Fig. 1: metal layers overlaid
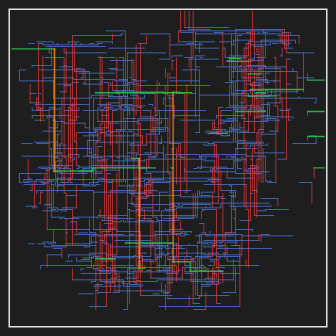
Fig. 2: signal wires on met3
Bar = 20 µm.
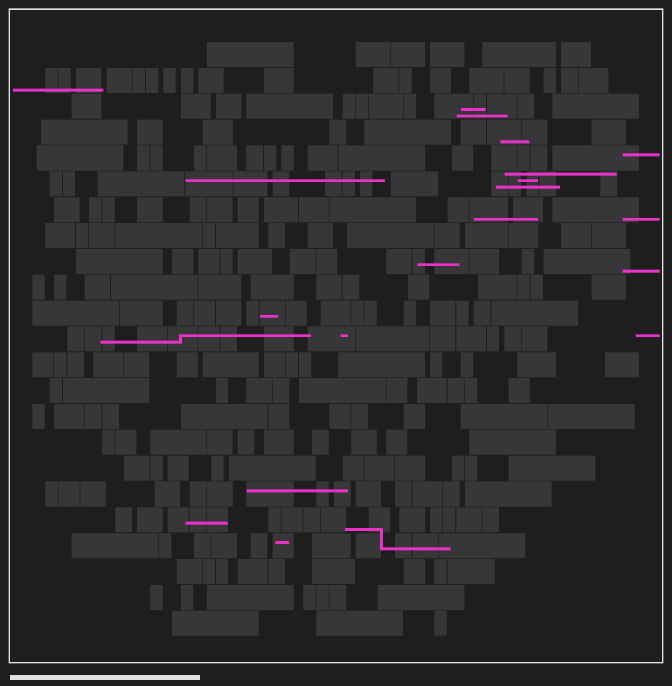
Fig. 3: congestion heat map
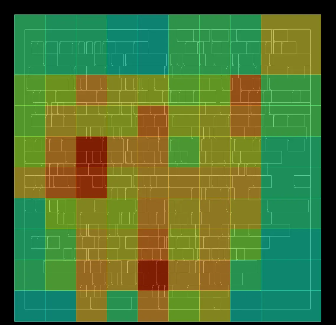
Fig. 4: clock distribution
Bar = 20 µm.
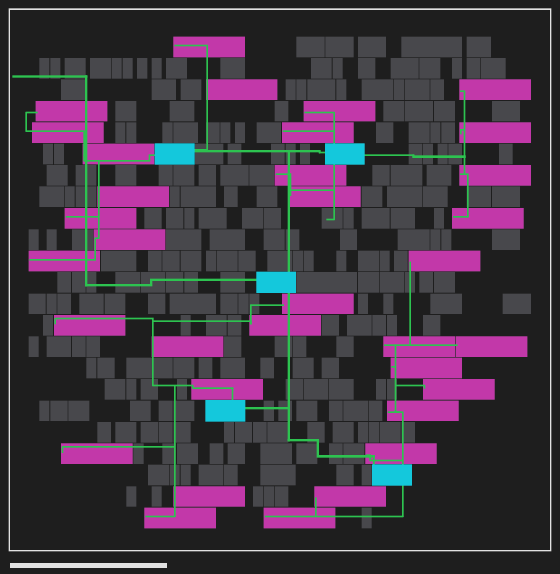
Fig. 5: the metal 2 layer
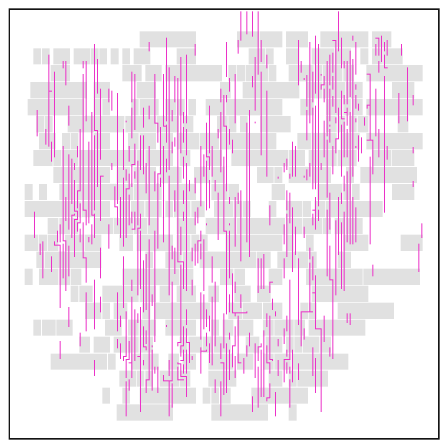
### config.mk
export PLATFORM = sky130hd
export DESIGN_NAME = pulse_indicator
export DESIGN_NICKNAME = d
export VERILOG_FILES = /design/src/rtl/pulse_indicator_pkg.sv /design/src/rtl/cycle_timer.sv /design/src/rtl/pulse_indicator.sv
export SDC_FILE = /design/constraint.sdc
export NUM_CORES = 1
export LEC_CHECK = 0
export CAP_MARGIN = 20
export CORE_MARGIN = 2
export CORE_UTILIZATION = 54
export CTS_BUF_LIST = sky130_fd_sc_hd__clkbuf_4 sky130_fd_sc_hd__clkbuf_8 sky130_fd_sc_hd__clkbuf_16
export DETAILED_ROUTE_END_ITERATION = 12
export PLACE_DENSITY = 0.75
export SYNTH_ARGS = -nofsm -noshare
export SYNTH_HDL_FRONTEND = slang
export SYNTH_HIERARCHICAL = 1
export SYNTH_SLANG_ARGS = --single-unit
### constraint.sdc
create_clock -name clk_in -period 3.4 [get_ports clk_in]
set_input_delay 0.85 -clock clk_in [delete_from_list [all_inputs] [get_ports clk_in]]
set_output_delay 0.85 -clock clk_in [all_outputs]
set_load 0.05 [all_outputs]
### src/rtl/pulse_indicator_pkg.sv
// rtl/pulse_indicator_pkg.sv - shared state encoding and sizing helpers for pulse_indicator
package pulse_indicator_pkg;

    typedef enum logic [1:0] {
        ST_IDLE = 2'd0,
        ST_ON   = 2'd1,
        ST_GAP  = 2'd2
    } state_t;

    // Timer only ever holds a phase length minus one, so clog2 of the longest phase suffices.
    function automatic int tmr_width(input int on_cycles, input int gap_cycles);
        int longest;
        longest = (on_cycles > gap_cycles) ? on_cycles : gap_cycles;
        return (longest > 1) ? $clog2(longest) : 1;
    endfunction

    function automatic int pend_sat(input int cnt_w);
        return (1 << cnt_w) - 1;
    endfunction

endpackage

### src/rtl/cycle_timer.sv
// rtl/cycle_timer.sv - loadable down-counter shared by the ON and GAP phases
module cycle_timer #(
    parameter int W = 2
) (
    input  logic         clk_in,
    input  logic         rst,
    input  logic         load,
    input  logic [W-1:0] load_value,
    output logic         zero
);

    logic [W-1:0] count;

    // Stops at zero rather than wrapping; every phase entry reloads it.
    always_ff @(posedge clk_in or posedge rst) begin
        if (rst) begin
            count <= '0;
        end else if (load) begin
            count <= load_value;
        end else if (count != '0) begin
            count <= count - W'(1);
        end
    end

    assign zero = (count == '0);

endmodule

### src/rtl/pulse_indicator.sv
// rtl/pulse_indicator.sv - replays queued event pulses as fixed ON bursts separated by OFF gaps
module pulse_indicator
    import pulse_indicator_pkg::*;
#(
    parameter int ON_CYCLES  = 25000000,
    parameter int GAP_CYCLES = 25000000,
    parameter int CNT_W      = 4
) (
    input  logic             clk_in,
    input  logic             rst,
    input  logic             event_in,
    output logic             led,
    output logic             busy,
    output logic [CNT_W-1:0] pending,
    output logic             overflow
);

    localparam int               TMR_W    = tmr_width(ON_CYCLES, GAP_CYCLES);
    localparam logic [TMR_W-1:0] ON_LOAD  = TMR_W'(ON_CYCLES - 1);
    localparam logic [TMR_W-1:0] GAP_LOAD = TMR_W'(GAP_CYCLES - 1);
    localparam logic [CNT_W-1:0] PEND_MAX = CNT_W'(pend_sat(CNT_W));

    state_t           state, state_next;
    logic             start;
    logic             tmr_load;
    logic [TMR_W-1:0] tmr_value;
    logic             tmr_zero;
    logic             drop;
    logic [CNT_W-1:0] pending_next;

    cycle_timer #(.W(TMR_W)) u_timer (
        .clk_in     (clk_in),
        .rst        (rst),
        .load       (tmr_load),
        .load_value (tmr_value),
        .zero       (tmr_zero)
    );

    always_comb begin
        state_next = state;
        start      = 1'b0;
        tmr_load   = 1'b0;
        tmr_value  = ON_LOAD;
        case (state)
            ST_IDLE: begin
                if (pending != '0) begin
                    state_next = ST_ON;
                    start      = 1'b1;
                    tmr_load   = 1'b1;
                end
            end
            ST_ON: begin
                if (tmr_zero) begin
                    state_next = ST_GAP;
                    tmr_load   = 1'b1;
                    tmr_value  = GAP_LOAD;
                end
            end
            ST_GAP: begin
                if (tmr_zero) begin
                    if (pending != '0) begin
                        state_next = ST_ON;
                        start      = 1'b1;
                        tmr_load   = 1'b1;
                    end else begin
                        state_next = ST_IDLE;
                    end
                end
            end
            default: state_next = ST_IDLE;
        endcase
    end

    // A dequeue on the same edge frees a slot, so only an unmatched event at saturation is lost.
    always_comb begin
        pending_next = pending;
        drop         = 1'b0;
        case ({event_in, start})
            2'b10: begin
                if (pending == PEND_MAX) drop = 1'b1;
                else                     pending_next = pending + CNT_W'(1);
            end
            2'b01:   pending_next = pending - CNT_W'(1);
            default: pending_next = pending;
        endcase
    end

    always_ff @(posedge clk_in or posedge rst) begin
        if (rst) begin
            state    <= ST_IDLE;
            pending  <= '0;
            overflow <= 1'b0;
            led      <= 1'b0;
            busy     <= 1'b0;
        end else begin
            state    <= state_next;
            pending  <= pending_next;
            overflow <= overflow | drop;
            led      <= (state_next == ST_ON);
            busy     <= (state_next != ST_IDLE);
        end
    end

endmodule

==> ci_impl_report.md <==
## PnR job results

| Metric | Value |
|---|---|
| Clk slew on worst S/H paths | ~60 ps |
| Number of cells in Yosys stat | between 200 and 250 |
| Initial antenna violation count | 0 |
| VDD IR max | between 0.3 and 0.4 mV |
| Asr flop ratio synth | 100% |
| Clk sink count | 34 |
| Grt ovf | 0 |
| Synth Seq Share | between 30% and 40% |
| Die width | approximately 69 µm |
| Power per Cell Area | ~600 nW/µm² |
| Post-route DRC | 0 |
| R2R cell count | 12 |
| Place WS | between 100 and 150 ps |
| Min-Delay Path Class | reg2reg |
| Rel. slew slack | between 50 and 60% |
| Fp util | roughly 56% |
| Max incr delay on CP | roughly 570 ps |
| Chip height | roughly 69 µm |
| Top cells by count, synth | dfrtp_1, nand2_1, o31ai_1 |
| Status | finished clean |
| Crit path max fanout | 10 |
| Hold path depth | 1 |
| Top-area cell share | 37.7% |
| Min Hold Slack | between 400 and 500 ps |
| Post-CTS sizing | 0 |
| Register bit count reported by yosys | 34 |
| Power Total | between 0.0015 and 0.002 W |
| Final Cell Area | around 2500 µm² |
| Post-CTS setup buffers | 0 |
| H-tree levels | 2 |
| Reg area | 851 µm² |
| Log Warnings | 27 |
| Synthesized instance count | ~250 |
| Layout Nets | between 200 and 300 |
| Critical path startpoint category | register |
| Final Non-Filler Cells | ~330 |
| Final worst path period share | between 90 and 100% |
| Worst setup EP type | register |
| Fmax | ~0.32 GHz |
| Crit Path Category | reg2reg |
| # hold bufs at CTS | 0 |
| CTS tree | built |
| Mapped Area | ~2300 µm² |
| Yosys Chip Area | around 2300 µm² |
| Layout cells sized above 1 | about a tenth |
| I/O pins | 10 |
| Setup TNS | 0 ps |
| First-pass GRT wire length | roughly 8000 µm |
| Worst Max-Slew Pin Slew | between 600 and 700 ps |
| Post-synth EDFFs | 0 |
| Final setup vio count | 0 |
| Minimum clock period after layout | 3160 ps |
| Synth-to-layout area growth | 12.7% |
| Die Area | 4710 µm² |
| Number of global-route vias before repair | ~1700 |
| Synthesized area per cell | 9.05 µm² |
| Routability cong. | 0.851 |
| Setup WS post-layout | between 200 and 250 ps |
| Port bufs | 9 |
| Placed cells | 321 |
| DP HPWL | 3380 µm |
| DR vias/cell | between 5 and 6 |
| Main flop type | dfrtp_1 |
| Final Slew Violations | 0 |
| Synth area leader | dfrtp_1 |
| First-pass DRT Iterations | 4 |
## Picture notes: Fig. 1
| color | layer | wire length |
|---|---|---|
| blue | met1 | 2350 µm |
| red | met2 | 2190 µm |
| green | met3 | 136 µm |
| orange | met4 | 87.0 µm |
WL/cell: 14.5 µm
total track usage: 23.5%
vias post-DR: 1893

## Picture notes: Fig. 2
main direction: horizontal
wire length on this layer: 136 µm
Post-Route WL: 4760 µm
met3 usage: 4.87%

## Picture notes: Fig. 3
Most Crowded Layer GR: met2
GR Util met2: 35.2%
Final Core Density: 63.5%
met1 usage in global routing: 32.9%

## Picture notes: Fig. 4
[magenta] flip-flops | count: 34
[green] clock wires | length: 452 µm
[cyan] cells driving clock nets | count: 5
flops lie: all over the die
routed clock nets: 6
worst skew pair latency: 290 ps
Clock Skew: 7.33 ps
Clock Power: 0.000294 W
clock network power share: 19.3%

## Picture notes: Fig. 5
nets with wire on the layer: 212
main direction: vertical
wire length on this layer: 2190 µm
longest straight run: 29.4 µm

## worst paths after layout
kind,startpoint,endpoint,slack [ps]
max in group asynchronous,rst,u_timer/count[22],2200
setup reg to reg,u_timer/count[0],pending[2],240
hold / removal,overflow,overflow,470
setup / recovery,u_timer/count[0],pending[2],240
hold reg to reg,overflow,overflow,470
min in group asynchronous,rst,pending[1],860
## routing by layer
| metal | track usage, % | vias up | routed length (µm) | share of wire (%) |
|---|---|---|---|---|
| met4 | 9.50 | 0 | 87 | 1.8 |
| met1 | 32.9 | 896 | 2350 | 49 |
| met5 | 0 | - | 0 | 0 |
| li1 | - | 958 | - | - |
| met2 | 35.2 | 31 | 2190 | 46 |
| met3 | 4.87 | 8 | 136 | 2.9 |
## layout make-up
cell class,instances,share of cell area (%)
Multi-Input combinational cell,211,53.3
Sequential cell,34,33.5
Timing Repair Buffer,18,6.21
Clock buffer,7,3.30
Tap cell,50,2.46
Inverter,8,1.18
## state kept, by name (all words and copies together) (netlist names)
register / cells
busy: 1
led: 1
overflow: 1
pending: 4
state: 2
u_timer/count: 25
## critical path: cells and delay by family, from the launching register on
kind / cells / cell delay, ps
fa+ha+maj: 2 / 350
xor+xnor: 2 / 310
simple gates: 6 / 1780
flops: 1 / 430
buf+inv: 1 / 100
compound gates: 1 / 100
## cell families after synthesis
group                      Yosys count  share of synthesized area (%)
AOI/OAI and AO/OA                   65                           20.5
xor gates and xnor gates            16                           6.22
DFF                                 34                           37.7
adders and majority gates            3                           1.66
other                                2                          0.333
muxes                                1                          0.499
buffers and inverters               27                           6.88
and+or+nand+nor                    101                           26.1
## report_power, final
part	total (W)	switching [W]	internal [W]
registers	0.000720	0.000198	0.000522
clock network	0.000294	0.000137	0.000157
logic	0.000504	0.000274	0.000230
Power and IR drop assume default switching activity.
